Design rf_access_arbiter_flat, sky130hd; sources not shown.
run_1/logic_types.png
Scale bar: 20 um.
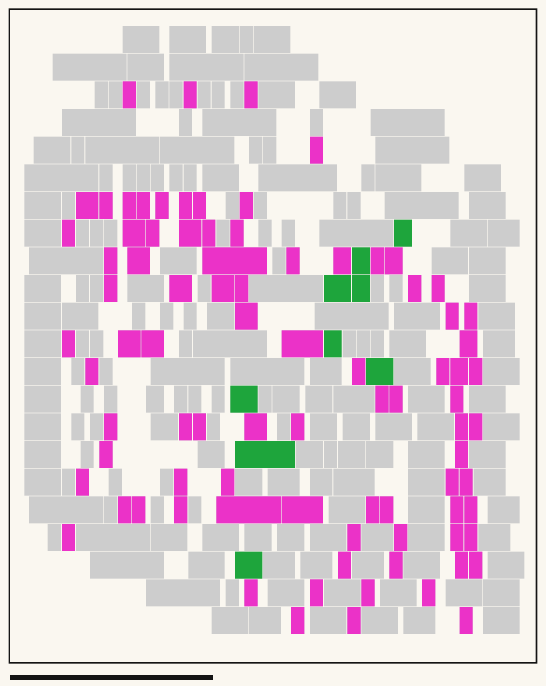
inverting AOI/OAI gates -> green  # cells 9
NAND gates -> magenta  # cells 86, most used nand2_1
most common logic cell in the routed design: nand2_1
Comb area share: 28.81%
fin cells: 313

run_1/placement_by_type.png
Scale bar: 20 um.
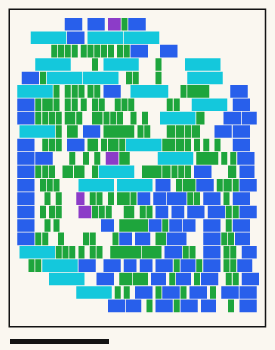
flops -> cyan  # cells 23, share of their area 23%
combinational and other logic -> green  # cells 168, share of their area 37%
other buffers and delay cells -> blue  # cells 82, share of their area 38%
clock drivers and dummy loads -> purple  # cells 4, share of their area 1.4%
Core Util, Final: 70.48%
cell area after layout: 2076 um2
flop share of the area: 22.24%
row count: 22
area of the core: 2945 um2

run_1/congestion.png
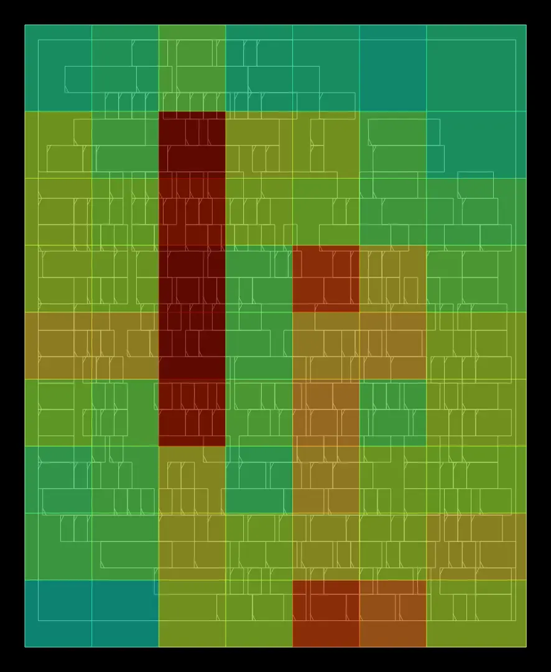
grt met3 use: 2.857%
most used routing layer: met2
GRT met2 Usage: 41.56%
All-Layer GR Usage: 21.24%

==> impl_metrics.json, run 1 <==
{
  "ys_cells": 196,
  "ant_nets": 0,
  "firstDrtPassIters": 4,
  "cpPeakStageDelay_ns": 0.56,
  "cp_max_fo": 3,
  "via_per_inst": 4.572,
  "crit_family": "buffers and inverters",
  "maxSlewViolCount": 0,
  "maxSlewHeadroom_pct": 68.02,
  "overflow": 0,
  "hold_viol_final": 0,
  "yosys.stat.seqShare_pct": 36.40,
  "clock_latency_ns": 0.32,
  "fmax_mhz": 383.2,
  "mappedNetlistArea_um2": 1265,
  "synth.logic.top_family": "simple AND/OR/NAND/NOR gates",
  "period_used_pct": 96.31,
  "cp-start-kind": "primary input",
  "n_antenna_cell": 0,
  "io_pins": 70,
  "ys_sh_xor_pct": 0,
  "path_class": "primary input to output port",
  "crit_slowest_cell": "clkdlybuf4s50_1",
  "power_frac_clock_pct": 26.0,
  "die_area_um2": 3313,
  "cts_made_buffers": 3,
  "setup_slack_ns": 0.1001,
  "top_power_group": "registers",
  "status": "finished, final reports clean",
  "yosys_warnings": 0,
  "avgSynthCellArea_um2": 6.454,
  "clk_pin_slew_ns": 0.12,
  "ys_types": 22,
  "syn-num-nets": 235,
  "wire_per_inst_um": 10.20,
  "ir_drop_uv": 250.3,
  "drt_wl_total_mm": 3.193,
  "switchingPower_w": 0.0001471,
  "drv_cap": 0,
  "worst_r2r_path_depth": 7,
  "fa_ha_area_share_pct": 1.978
}
==> run 1: synthesized netlist by cell type, types with 2 or more instances <==
| cell type | count | area share [%] |
|---|---|---|
| nand2_4 | 2 | 1.8 |
| buf_4 | 2 | 1.2 |
| nand3_4 | 2 | 2.8 |
| o211ai_1 | 3 | 1.8 |
| dfxtp_1 | 23 | 36 |
| nand3_1 | 4 | 1.6 |
| nand2_1 | 68 | 20 |
| clkinv_1 | 2 | 0.59 |
| nor2_1 | 28 | 8.3 |
| a21oi_1 | 3 | 1.2 |
| inv_1 | 38 | 11 |
| buf_6 | 2 | 1.8 |
| nand4_1 | 8 | 4.0 |
| ha_1 | 2 | 2.0 |
| nand2_2 | 2 | 0.99 |
==> run 1: cell type report <==
| cell class | instances | area [um2] | share of cell area (%) |
|---|---|---|---|
| Clock buffer | 3 | 22.52 | 1.085 |
| Multi-Input combinational cell | 126 | 598.1 | 28.81 |
| Timing Repair Buffer | 82 | 780.7 | 37.61 |
| Clock inverter | 1 | 5.005 | 0.2411 |
| Sequential cell | 23 | 461.7 | 22.24 |
| Tap cell | 36 | 45.04 | 2.170 |
| Inverter | 42 | 162.7 | 7.836 |
==> run 1: cell families (layout without fill, tap and decap cells) <==
group                      count (synthesis)  in the layout
and+or+nand+nor                          115            115
buffers and inverters                     47            128
DFF                                       23             23
AOI/OAI and AO/OA                          9              9
adders and majority gates                  2              2
==> run 1: layer usage <==
metal | part of all wire (%) | vias up
met1 | 38 | 632
met5 | 0 | -
met3 | 7.5 | 5
met4 | 1.7 | 0
met2 | 52 | 49
li1 | - | 745
==> run 1: tightest hold or removal path, cell delays in order (launching register included) <==
cell,delay [ns]
dfxtp_1,0.33
inv_1,0.04
nand2_1,0.04
inv_1,0.04
nor2_1,0.03
run_1/sizes.png
Scale bar: 20 um.
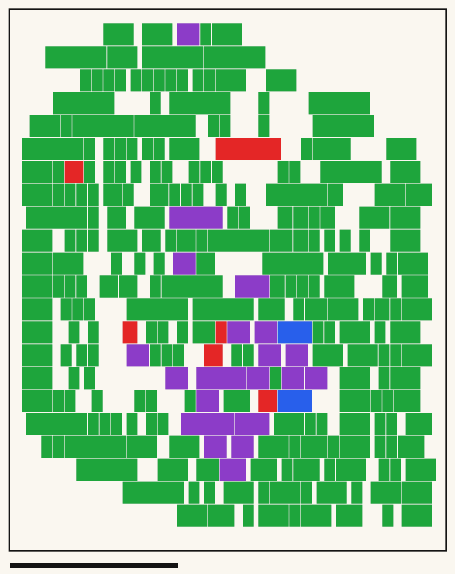

==> run 1 -> run 2 <==
CELL_PAD_IN_SITES_DETAIL_PLACEMENT = 2   (was unset)
CELL_PAD_IN_SITES_GLOBAL_PLACEMENT = 2   (was unset)
CORE_MARGIN = 1.5   (was unset)
CORE_UTILIZATION = 20   (was 41)
CTS_CLUSTER_SIZE = 28   (was unset)
run_2/sizes.png
Scale bar: 20 um.
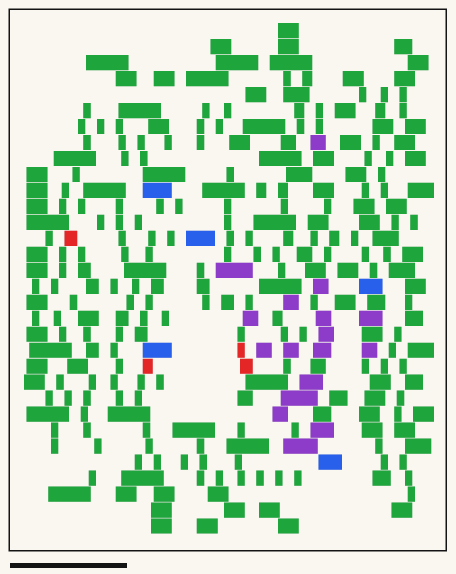
_0 and _1 cells -> green  # cells 250, share 91%
_3 and _4 cells -> purple  # cells 17, share 6.2%
_6 and larger -> blue  # cells 5, share 1.8%
_2 cells -> red  # cells 4, share 1.4%
cell area after layout: 2171 um2
Area Overhead vs Synth: 71.61%

run_2/logic_types.png
Scale bar: 20 um.
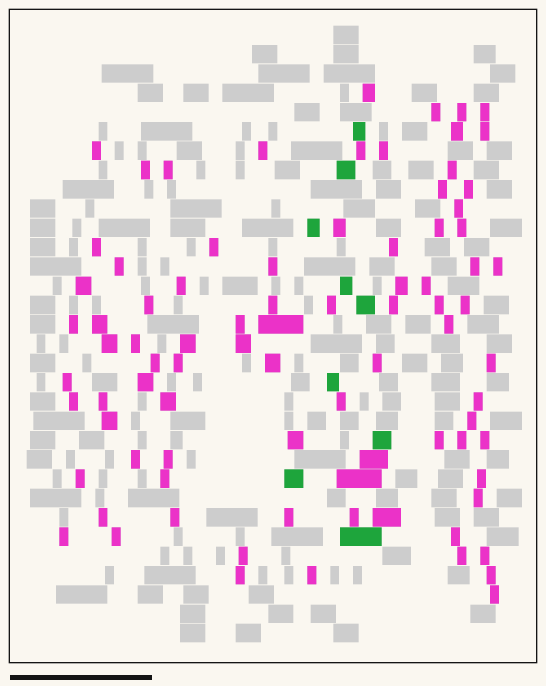
NAND gates -> magenta  # cells 86, most used nand2_1
inverting AOI/OAI gates -> green  # cells 9
Comb area share: 27.78%
fin cells: 361

run_2/flops_by_reg.png
Scale bar: 20 um.
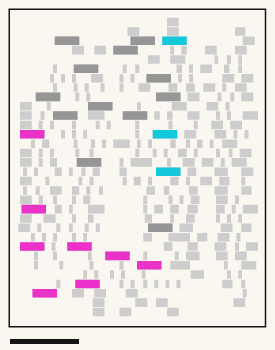
u_core.bus.rdata1 -> magenta  # flops 8, where south-west
u_core.cnt_q -> cyan  # flops 3
flop share of the area: 21.21%
P_seq: 0.000347 W
Register Area: 460.4 um2

==> impl_metrics.json, run 2 <==
{
  "cpPeakStageDelay_ns": 0.59,
  "n_antenna_cell": 0,
  "grt.total_usage_pct": 14.12,
  "firstDrtPassIters": 2,
  "core-area_um2": 6126,
  "mappedNetlistArea_um2": 1265,
  "drv_cap": 0,
  "worst_pin_slew_ns": 0.3100,
  "crit_chain": "dlygate4sd2_1 -> a21oi_4 -> buf_4 -> nand2_1 -> o211ai_1 -> clkdlybuf4s50_1",
  "antenna_found_initial": 0,
  "syn-num-nets": 235,
  "cts_made_buffers": 3,
  "status": "finished, final reports clean",
  "drt_wl_total_mm": 4.706,
  "whs_path_depth": 2,
  "clk_pin_slew_ns": 0.09,
  "ys_seq_elements": 23,
  "via_per_inst": 4.166,
  "topCellsByArea": "dfxtp_1 (36%), nand2_1 (20%), inv_1 (11%)",
  "ir_drop_uv": 202.2,
  "drtIter0Drc": 16,
  "maxSlewHeadroom_pct": 79.30,
  "grt_max_degree": 18,
  "yosys.stat.seqShare_pct": 36.40,
  "worst_r2r_path_depth": 8,
  "common_cells": "nand2_1 (68), inv_1 (38), nor2_1 (28)",
  "ys_types": 22,
  "leakagePower_nw": 1.115,
  "ys_cells": 196,
  "ant_nets": 0,
  "fmax_mhz": 381.4,
  "path_class": "primary input to output port",
  "mostFrequentLayoutCell": "nand2_1",
  "hold_class": "register to register",
  "hold_viol_final": 0,
  "overflow": 0,
  "die_x_um": 74.13,
  "wire_per_inst_um": 13.04,
  "avgSynthCellArea_um2": 6.454,
  "period_used_pct": 96.75,
  "yosys.area.top_type": "dfxtp_1",
  "p_total_w": 0.0006810,
  "yosys_warnings": 0,
  "drive_above_1_share_pct": 9.420,
  "cp_max_fo": 3,
  "clock_latency_ns": 0.27,
  "num_rows": 32,
  "most_common_cell": "nand2_1",
  "final_util_pct": 35.44,
  "combGateArea_um2": 603.1,
  "maxSlewViolCount": 0,
  "ys_area_um2": 1265,
  "io_pins": 70,
  "cp-start-kind": "primary input",
  "fin_nets": 316,
  "synth_top_area_share_pct": 36.40,
  "die_area_um2": 6814,
  "cts-htree-levels": 1,
  "crit_slowest_cell": "clkdlybuf4s50_1"
}
## run 2: cell counts after synthesis
Identical to the previous run, type by type.
## run 2: routing by layer
layer  up-vias  part of all wire (%)  GRT usage (%)  routed length, um
met5         -                     0              0                  0
met4         0                  0.62          2.778                 29
met3         4                   6.5          2.198                308
met2        56                    57          30.73               2689
met1       705                    36          12.46               1679
li1        739                     -              -                  -
## run 2: timing repair
action / CTS / global route
setup buffers: 0 / 0
setup endpoints to repair: 14 / 6
gates resized: 9 / 7
cloned: 0 / 0
## run 2: power by group
part	internal [W]	total [W]	switching [W]
Combinational	0.0000666	0.000110	0.0000439
Sequential	0.000343	0.000347	0.00000442
Clock	0.000103	0.000223	0.000120
## run 2: cell families after synthesis
| family | synth area share [%] |
|---|---|
| AND-OR/OR-AND | 4.648 |
| adder cells (fa/ha/maj) | 1.978 |
| buffers and inverters | 16.91 |
| AND/OR/NAND/NOR | 40.06 |
| flip-flops | 36.40 |
## run 2: layout make-up
| type | instances | area share, % |
|---|---|---|
| well taps | 85 | 4.899 |
| clock buffers | 3 | 1.902 |
| repair buffers | 81 | 36.48 |
| clock inverters | 1 | 0.2305 |
| flip-flops and latches | 23 | 21.21 |
| multi-input cells | 126 | 27.78 |
| inverters | 42 | 7.493 |
## run 2: metrics by stage
stage | TNS [ns] | worst slack (ns)
after floorplan | 0 | 0.7957
after global placement | -1.976 | -0.1780
after detailed placement | -2.831 | -0.2610
after CTS | 0 | 0.01609
after global routing | 0 | 0.004942
final | 0 | 0.08811
## run 2: worst max-delay path: cells and delay by family
kind	cells	cell delay, ns
compound gates	2	0.27
buf+inv	3	1.02
simple gates	1	0.04
Power is estimated from default activity; no workload was simulated.
